<file path="src/rtl/muldiv_hilo.sv">
// muldiv_hilo: iterative multiply/divide unit that owns the HI/LO registers.
// Operands come straight from the register-file read ports. A shift-add
// multiply or a restoring divide runs for WIDTH cycles on operand magnitudes.
// Signs are reapplied in a final fix-up cycle. MTHI/MTLO may write HI/LO in
// any state, but a finishing operation takes priority over them.
module muldiv_hilo #(
   parameter int WIDTH = 32
) (
   input  logic             clk,
   input  logic             reset_i,
   input  logic             start_i,
   input  logic [1:0]       op_i,
   input  logic [WIDTH-1:0] a_i,
   input  logic [WIDTH-1:0] b_i,
   input  logic             hi_we_i,
   input  logic             lo_we_i,
   input  logic [WIDTH-1:0] wdata_i,
   output logic             busy_o,
   output logic             done_o,
   output logic [WIDTH-1:0] hi_o,
   output logic [WIDTH-1:0] lo_o
);

   localparam int CW = $clog2(WIDTH);
   localparam logic [CW-1:0] LAST_COUNT = CW'(WIDTH - 1);

   typedef enum logic [1:0] {
      ST_IDLE,
      ST_PREP,
      ST_RUN,
      ST_FIX
   } state_t;

   state_t              state_q, state_d;
   logic [CW-1:0]       count_q, count_d;
   logic                done_q, done_d;
   logic [1:0]          op_q, op_d;
   logic [WIDTH-1:0]    a_q, a_d;
   logic [WIDTH-1:0]    b_q, b_d;
   logic [WIDTH-1:0]    opnd_q, opnd_d;
   logic [2*WIDTH-1:0]  acc_q, acc_d;
   logic                neg_lo_q, neg_lo_d;
   logic                neg_hi_q, neg_hi_d;
   logic [WIDTH-1:0]    hi_q, hi_d;
   logic [WIDTH-1:0]    lo_q, lo_d;

   // op bit 1 selects divide, op bit 0 clear means a signed operation
   logic                is_div;
   logic                is_signed;
   logic                a_neg;
   logic                b_neg;
   logic [WIDTH-1:0]    a_mag;
   logic [WIDTH-1:0]    b_mag;
   logic [WIDTH-1:0]    mul_addend;
   logic [WIDTH:0]      mul_sum;
   logic [WIDTH:0]      div_trial;
   logic                div_ok;
   logic [2*WIDTH-1:0]  prod_fixed;
   logic [WIDTH-1:0]    quot_fixed;
   logic [WIDTH-1:0]    rem_fixed;
   logic [WIDTH-1:0]    fix_hi;
   logic [WIDTH-1:0]    fix_lo;

   assign is_div    = op_q[1];
   assign is_signed = ~op_q[0];
   assign a_neg     = is_signed & a_q[WIDTH-1];
   assign b_neg     = is_signed & b_q[WIDTH-1];
   assign a_mag     = a_neg ? -a_q : a_q;
   assign b_mag     = b_neg ? -b_q : b_q;

   // Multiply step: conditionally add the multiplicand into the upper half,
   // keeping the carry so the following right shift does not lose it.
   always_comb begin
      mul_addend = '0;
      if (acc_q[0]) begin
         mul_addend = opnd_q;
      end
      mul_sum = {1'b0, acc_q[2*WIDTH-1:WIDTH]} + {1'b0, mul_addend};
   end

   // Divide step: trial-subtract the divisor from the remainder shifted left
   // by one. A clear top bit means the subtraction fits and the quotient bit is 1.
   always_comb begin
      div_trial = acc_q[2*WIDTH-1:WIDTH-1] - {1'b0, opnd_q};
      div_ok    = ~div_trial[WIDTH];
   end

   // Fix-up values: reapply the recorded signs. A zero divisor overrides
   // everything with the architectural HI=dividend, LO=all-ones result.
   always_comb begin
      prod_fixed = neg_lo_q ? -acc_q : acc_q;
      quot_fixed = neg_lo_q ? -acc_q[WIDTH-1:0] : acc_q[WIDTH-1:0];
      rem_fixed  = neg_hi_q ? -acc_q[2*WIDTH-1:WIDTH] : acc_q[2*WIDTH-1:WIDTH];
      fix_hi     = prod_fixed[2*WIDTH-1:WIDTH];
      fix_lo     = prod_fixed[WIDTH-1:0];
      if (is_div) begin
         if (b_q == '0) begin
            fix_hi = a_q;
            fix_lo = '1;
         end else begin
            fix_hi = rem_fixed;
            fix_lo = quot_fixed;
         end
      end
   end

   // Control FSM next state: IDLE -> PREP -> RUN (WIDTH cycles) -> FIX -> IDLE
   always_comb begin
      state_d = state_q;
      count_d = count_q;
      done_d  = 1'b0;
      unique case (state_q)
         ST_IDLE: begin
            if (start_i) begin
               state_d = ST_PREP;
            end
         end
         ST_PREP: begin
            count_d = '0;
            state_d = ST_RUN;
         end
         ST_RUN: begin
            count_d = count_q + CW'(1);
            if (count_q == LAST_COUNT) begin
               state_d = ST_FIX;
            end
         end
         ST_FIX: begin
            done_d  = 1'b1;
            state_d = ST_IDLE;
         end
         default: begin
            state_d = ST_IDLE;
         end
      endcase
   end

   // Datapath next state: latch operands, set up magnitudes and signs, iterate
   always_comb begin
      op_d     = op_q;
      a_d      = a_q;
      b_d      = b_q;
      opnd_d   = opnd_q;
      acc_d    = acc_q;
      neg_lo_d = neg_lo_q;
      neg_hi_d = neg_hi_q;
      unique case (state_q)
         ST_IDLE: begin
            if (start_i) begin
               op_d = op_i;
               a_d  = a_i;
               b_d  = b_i;
            end
         end
         ST_PREP: begin
            neg_lo_d = a_neg ^ b_neg;
            if (is_div) begin
               acc_d    = {{WIDTH{1'b0}}, a_mag};
               opnd_d   = b_mag;
               neg_hi_d = a_neg;
            end else begin
               acc_d    = {{WIDTH{1'b0}}, b_mag};
               opnd_d   = a_mag;
               neg_hi_d = a_neg ^ b_neg;
            end
         end
         ST_RUN: begin
            if (is_div) begin
               if (div_ok) begin
                  acc_d = {div_trial[WIDTH-1:0], acc_q[WIDTH-2:0], 1'b1};
               end else begin
                  acc_d = {acc_q[2*WIDTH-2:0], 1'b0};
               end
            end else begin
               acc_d = {mul_sum, acc_q[WIDTH-1:1]};
            end
         end
         default: begin
         end
      endcase
   end

   // HI/LO next state: MTHI/MTLO writes, overridden by a completing operation
   always_comb begin
      hi_d = hi_q;
      lo_d = lo_q;
      if (hi_we_i) begin
         hi_d = wdata_i;
      end
      if (lo_we_i) begin
         lo_d = wdata_i;
      end
      if (state_q == ST_FIX) begin
         hi_d = fix_hi;
         lo_d = fix_lo;
      end
   end

   // State register; reset drops any in-flight operation and clears HI/LO
   always_ff @(posedge clk or posedge reset_i) begin
      if (reset_i) begin
         state_q  <= ST_IDLE;
         count_q  <= '0;
         done_q   <= 1'b0;
         op_q     <= '0;
         a_q      <= '0;
         b_q      <= '0;
         opnd_q   <= '0;
         acc_q    <= '0;
         neg_lo_q <= 1'b0;
         neg_hi_q <= 1'b0;
         hi_q     <= '0;
         lo_q     <= '0;
      end else begin
         state_q  <= state_d;
         count_q  <= count_d;
         done_q   <= done_d;
         op_q     <= op_d;
         a_q      <= a_d;
         b_q      <= b_d;
         opnd_q   <= opnd_d;
         acc_q    <= acc_d;
         neg_lo_q <= neg_lo_d;
         neg_hi_q <= neg_hi_d;
         hi_q     <= hi_d;
         lo_q     <= lo_d;
      end
   end

   assign busy_o = (state_q != ST_IDLE);
   assign done_o = done_q;
   assign hi_o   = hi_q;
   assign lo_o   = lo_q;

endmodule

</file>
<file path="config.mk">
export PLATFORM = sky130hd
export DESIGN_NAME = muldiv_hilo
export DESIGN_NICKNAME = d
export VERILOG_FILES = /design/src/rtl/muldiv_hilo.sv
export SDC_FILE = /design/constraint.sdc
export NUM_CORES = 1
export LEC_CHECK = 0
export CAP_MARGIN = 10
export CORE_MARGIN = 3
export CORE_UTILIZATION = 59
export CTS_CLUSTER_DIAMETER = 80
export CTS_CLUSTER_SIZE = 16
export DETAILED_ROUTE_END_ITERATION = 6
export DONT_BUFFER_PORTS = 1
export GPL_TIMING_DRIVEN = 0
export PLACE_DENSITY = 0.78
export SLEW_MARGIN = 10
export SYNTH_ARGS = -nofsm -noshare
export SYNTH_HDL_FRONTEND = slang
export SYNTH_SLANG_ARGS = --single-unit
export TNS_END_PERCENT = 5
</file>
<file path="constraint.sdc">
create_clock -name clk -period 7.9 [get_ports clk]
set_input_delay 1.58 -clock clk [delete_from_list [all_inputs] [get_ports clk]]
set_output_delay 1.58 -clock clk [all_outputs]
set_load 0.1 [all_outputs]
</file>
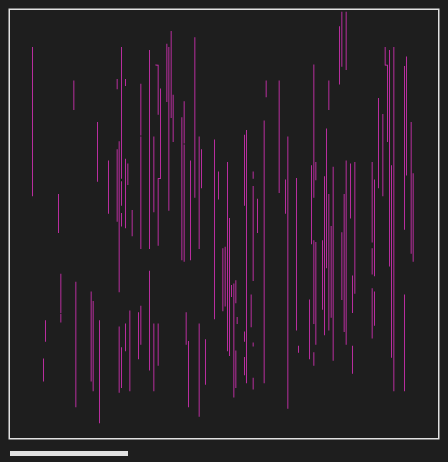
run_1/layer_met4.png
The bar under the picture is 50 microns long.
nets with wire on the layer: 98
longest straight run: 146 microns
wire length on this layer: 4270 microns
wirelength, routed: 72.27 mm
detailed-route via count: 17960

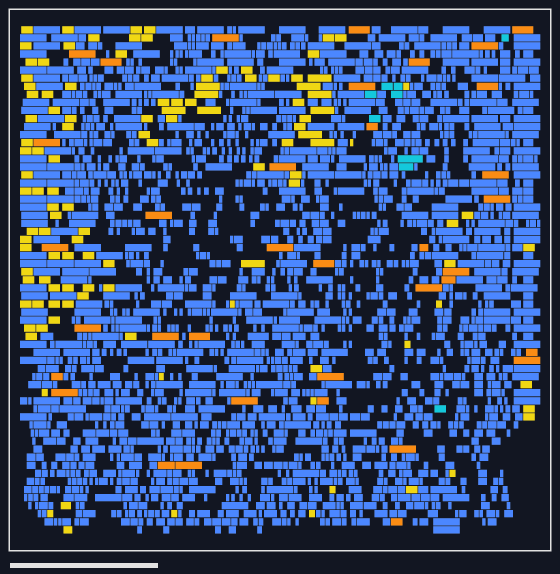
run_1/sizes.png
The bar under the picture is 50 microns long.
[_0 and _1 cells] blue | cells: 2023
[_2 cells] yellow | cells: 117
[_3 and _4 cells] cyan | cells: 9
[_6 and larger] orange | cells: 36
P&R area growth vs syn: 6.830%
Non-CTS buffers: 151

==> run notes, run 1 <==
yosys + openroad results -> status completed, Seq cells post-synth 236, M1 GR Usage 0.5554, cts repair resizes 0, Max Clk Rate 0.1845 GHz, Post-Synthesis Cell Area 18300 sq um, Synth Seq Share 0.3227, Critical path origin acc_q[31], # rows 63, RSZ-0062 raised after global routing no, die outline height 182.1 microns, Worst-path clk slew 0.08 ns, Initial DRC Count 2245, fill cell count 2563, io pins 169, Post-Syn Nets 2329, drt first pass iters 6, core area 30110 sq um, # clock sinks 236, root buffer cell clkbuf_16, Cells on Worst Hold Path 1, number of port buffers 0, CP required 8.34 ns, Final #Nets 2359, GR met3 Demand/Resource 0.1236, M2 GR Usage 0.6425, ys cells 2149, DRT antenna net count 0, Die Size 33170 sq um, Post-Layout Cell Count 2577, YS chip area 18300 sq um, CTS Hold Bufs 0, WHS 0.5238 ns, Mapped Avg Cell Area 8.516 sq um, insertion delay at the late pin of the worst-skew pair 0.56 ns, Worst-Margin Slew 1.265 ns, Post-CTS Setup Repair Bufs 0, RR Startpoint acc_q[31], fin crit share 0.6860, Pins Over Slew Limit 0, ys flop type dfrtp_1, Critical Path Sink Type register, Placement Setup Slack 2.766 ns, nature of the critical path startpoint register, RD Place Congestion 1.063, antenna violations before repair 2
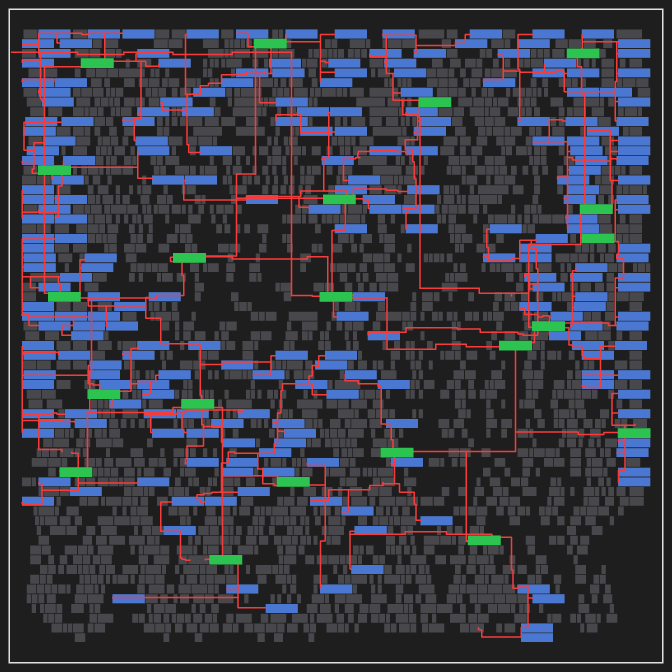
run_1/clk_routes.png
[clock wires] red | length: 3260 microns
[flip-flops] blue | count: 236
[clock drivers] green | count: 21
routed clock nets: 22
flops lie: all over the die
Clock Skew: 0.03947 ns

run 1: cells by family after synthesis:
logic type	count (synthesis)	synth area share
DFF	236	0.3227
muxes	194	0.1198
and+or+nand+nor	585	0.1512
adders and majority gates	77	0.05346
xor gates and xnor gates	198	0.09476
buffers and inverters	222	0.04608
AOI/OAI and AO/OA	637	0.2119
run 1: per-layer routing:
layer | part of all wire | routed length [microns] | vias up
met4 | 0.059 | 4267 | 4
met1 | 0.38 | 27360 | 8649
met2 | 0.43 | 30900 | 1262
met3 | 0.13 | 9711 | 254
met5 | 0.00040 | 29 | -
li1 | - | - | 7792
run 1: sequential cells by signal, indices dropped and copies added, names as in the netlist:
name,flops
acc_q,64
a_q,32
b_q,32
hi_o,32
lo_o,32
opnd_q,32
count_q,5
op_q,2
state_q,2
done_o,1
neg_hi_q,1
neg_lo_q,1
run 1: critical path, stage by stage (launching register included):
cell and delay [ns]:
dfrtp_1 0.58, inv_1 0.19, ha_1 0.25, fa_1 0.41, nand2b_1 0.18, a21oi_1 0.32, nor3_1 0.19, a2111oi_0 0.90
o21a_1 0.31, a31o_2 0.24, xnor2_1 0.14, buf_2 0.40, buf_1 0.62, a31oi_1 0.24, a221o_1 0.31
run 1: Yosys cell counts, types with 17 or more instances:
library cell,number,area share
clkbuf_1,128,0.026
o31ai_1,26,0.011
o211ai_1,29,0.012
mux2_2,91,0.056
nor4_1,22,0.0075
a21o_1,27,0.011
mux2i_1,92,0.050
nor2b_1,17,0.0058
inv_1,76,0.016
a31oi_1,24,0.0082
o41ai_1,17,0.0081
nand2_1,145,0.030
dfrtp_1,236,0.32
nand2b_1,24,0.0082
xor2_1,54,0.026
xnor2_1,144,0.069
o21ai_0,241,0.066
ha_1,75,0.051
a21oi_1,141,0.039
nor3_1,23,0.0063
nor2_1,226,0.046
nand3_1,27,0.0074
a211oi_1,40,0.016
run 1: worst min path at each step:
stage,slack (ns),startpoint,end
after floorplan,0.48,count_q[0],count_q[0]
after global placement,0.50,count_q[0],count_q[0]
after detailed placement,0.51,count_q[0],count_q[0]
after CTS,0.53,count_q[0],count_q[0]
after global routing,0.55,count_q[0],count_q[0]
final,0.52,count_q[0],count_q[0]
run 1: per-stage QoR:
stage          instance area, sq um
2_1_floorplan                 18310
3_3_place_gp                  18790
3_5_place_dp                  18930
4_1_cts                       19550
5_1_grt                       19550
6_report                      19550
run 1: layout make-up:
type / count / area [sq um] / share of cell area
clock buffers: 23 / 543.0 / 0.02777
flip-flops and latches: 236 / 5906 / 0.3021
plain buffers: 144 / 550.5 / 0.02816
well taps: 390 / 488.0 / 0.02496
diodes: 2 / 5.005 / 0.0002560
repair buffers: 7 / 140.1 / 0.007168
inverters: 78 / 296.5 / 0.01517
multi-input cells: 1691 / 11550 / 0.5909
clock inverters: 6 / 70.07 / 0.003584
==> run 2: changes to the inputs <==
Clock period 7.9 ns to 4.9 ns, I/O delays scaled along.
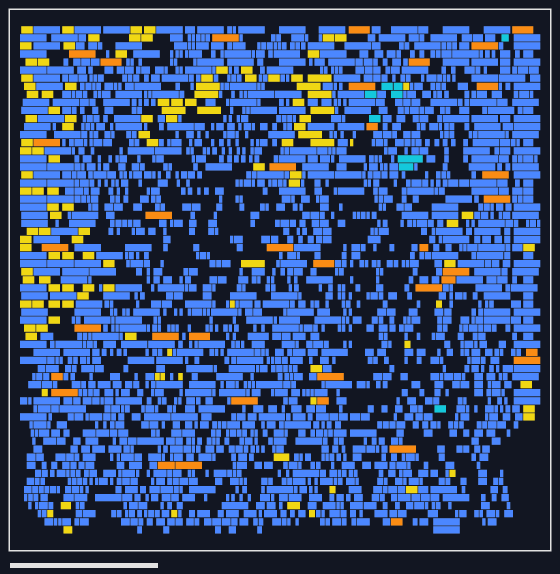
run_2/sizes.png
The bar under the picture is 50 microns long.
worst setup margin: 0.2043 ns
final instance area: 19560 sq um

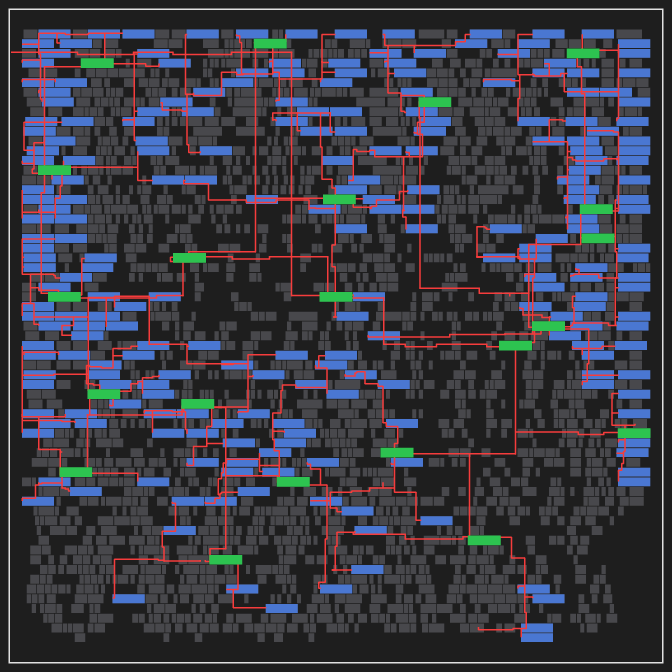
run_2/clk_routes.png
[flip-flops] blue | count: 236
[clock drivers] green | count: 21
[clock wires] red | length: 3260 microns
flops lie: all over the die
insertion delay at the late pin of the worst-skew pair: 0.56 ns
Clock Skew: 0.04108 ns

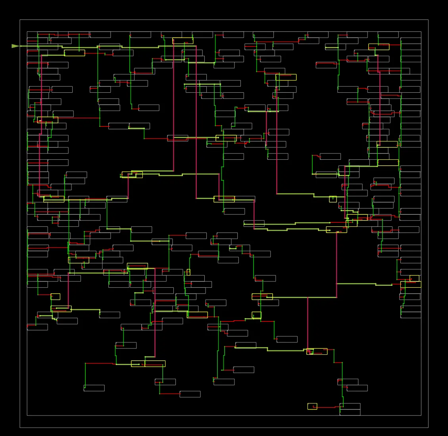
run_2/clocks.png
clock buffers: 23
flop count: 236
# clock sinks: 236
CTS buffer count: 21

==> run 2 against run 1 <==
Net effect:
- non-clock buffer count did not move
- global-route usage barely moved
- critical path depth rose by 1
- final area barely moved
- worst setup slack got worse by 2.3 ns
- synthesized cell count did not move
- worst hold slack got worse by 0.26 ns
- first-iteration DRC count rose by 1.1%
- sequential share of layout area barely moved
- final cell count barely moved
- critical endpoint is now acc_q[47]
==> run notes, run 2 <==
yosys + openroad results -> number of port buffers 0, nature of the critical path startpoint register, ys flop type dfrtp_1, fill cell count 2569, M2 GR Usage 0.6425, Mapped Avg Cell Area 8.516 sq um, core area 30110 sq um, Post-Syn Nets 2329, die outline height 182.1 microns, RD Place Congestion 1.063, Synth Seq Share 0.3227, Synth top cell by count o21ai_0, Pins Over Slew Limit 0, Max Clk Rate 0.2130 GHz, status completed, drt first pass iters 6, detailed-route via count 17830, GR met3 Demand/Resource 0.1236, DRT antenna net count 0, antenna violations before repair 2, P&R area growth vs syn 6.898%, root buffer cell clkbuf_16, Placement Setup Slack -0.2338 ns, RSZ-0062 raised after global routing no
-- run 2: cell types whose count changed in the layout (fill, tap and decap cells not counted), sizes merged --
cell    before  now
buf         23   22
clkbuf     151  152
diode        2    1
-- run 2: logic make-up after synthesis --
kind of cell / synth area share
compound gates: 0.2119
fa+ha+maj: 0.05346
mux: 0.1198
flops: 0.3227
xor+xnor: 0.09476
buf+inv: 0.04608
simple gates: 0.1512
-- run 2: final cells by class --
type / instances / area [sq um] / area share
Timing Repair Buffer: 7 / 140.1 / 0.007163
Buffer: 144 / 554.3 / 0.02833
Tap cell: 390 / 488.0 / 0.02494
Clock inverter: 6 / 70.07 / 0.003581
Inverter: 78 / 296.5 / 0.01516
Multi-Input combinational cell: 1691 / 11560 / 0.5911
Clock buffer: 23 / 543.0 / 0.02776
Sequential cell: 236 / 5906 / 0.3019
Antenna cell: 1 / 2.502 / 0.0001279
-- run 2: how the worst max path moves through the flow --
stage / startpoint / end / depth (start not counted)
floorplan: reset_i / a_q[0] / 1
global placement: reset_i / acc_q[59] / 1
detailed placement: acc_q[31] / acc_q[61] / 14
CTS: acc_q[31] / acc_q[32] / 15
global route: b_q[2] / hi_o[25] / 10
finish: acc_q[31] / acc_q[47] / 15
-- run 2: timing repair --
action,in CTS,in global routing
setup endpoints to repair,20,14
cloned,0,0
resized,3,3
hold buffers,0,0
setup buffers,0,0
-- run 2: critical path, cell delays in order (launching register included) --
cell       delay [ns]
dfrtp_1          0.57
inv_1            0.18
ha_1             0.25
fa_1             0.41
nand2b_1         0.18
a21oi_1          0.34
nor3_1           0.21
a2111oi_2        0.50
o21a_1           0.29
a31o_2           0.24
xnor2_1          0.14
buf_2            0.40
buf_2            0.38
nor2_1           0.08
a21oi_1          0.20
o221ai_1         0.14
-- run 2: through the flow --
step | area, sq um | util | cells | hold slack [ns]
floorplan | 18310 | - | 2149 | 0.4786
global placement | 18790 | 0.6241 | 2539 | 0.4984
detailed placement | 18930 | 0.6288 | 2546 | 0.5095
CTS | 19550 | 0.6493 | 2575 | 0.2617
global route | 19560 | 0.6496 | 2575 | 0.2732
finish | 19560 | 0.6497 | 2576 | 0.2634
-- run 2: per-layer routing --
metal / routed length, microns / vias up / share of wire
met5: 29 / - / 0.00040
li1: - / 7789 / -
met3: 9875 / 256 / 0.14
met4: 4268 / 4 / 0.059
met2: 30850 / 1237 / 0.43
met1: 27120 / 8544 / 0.38
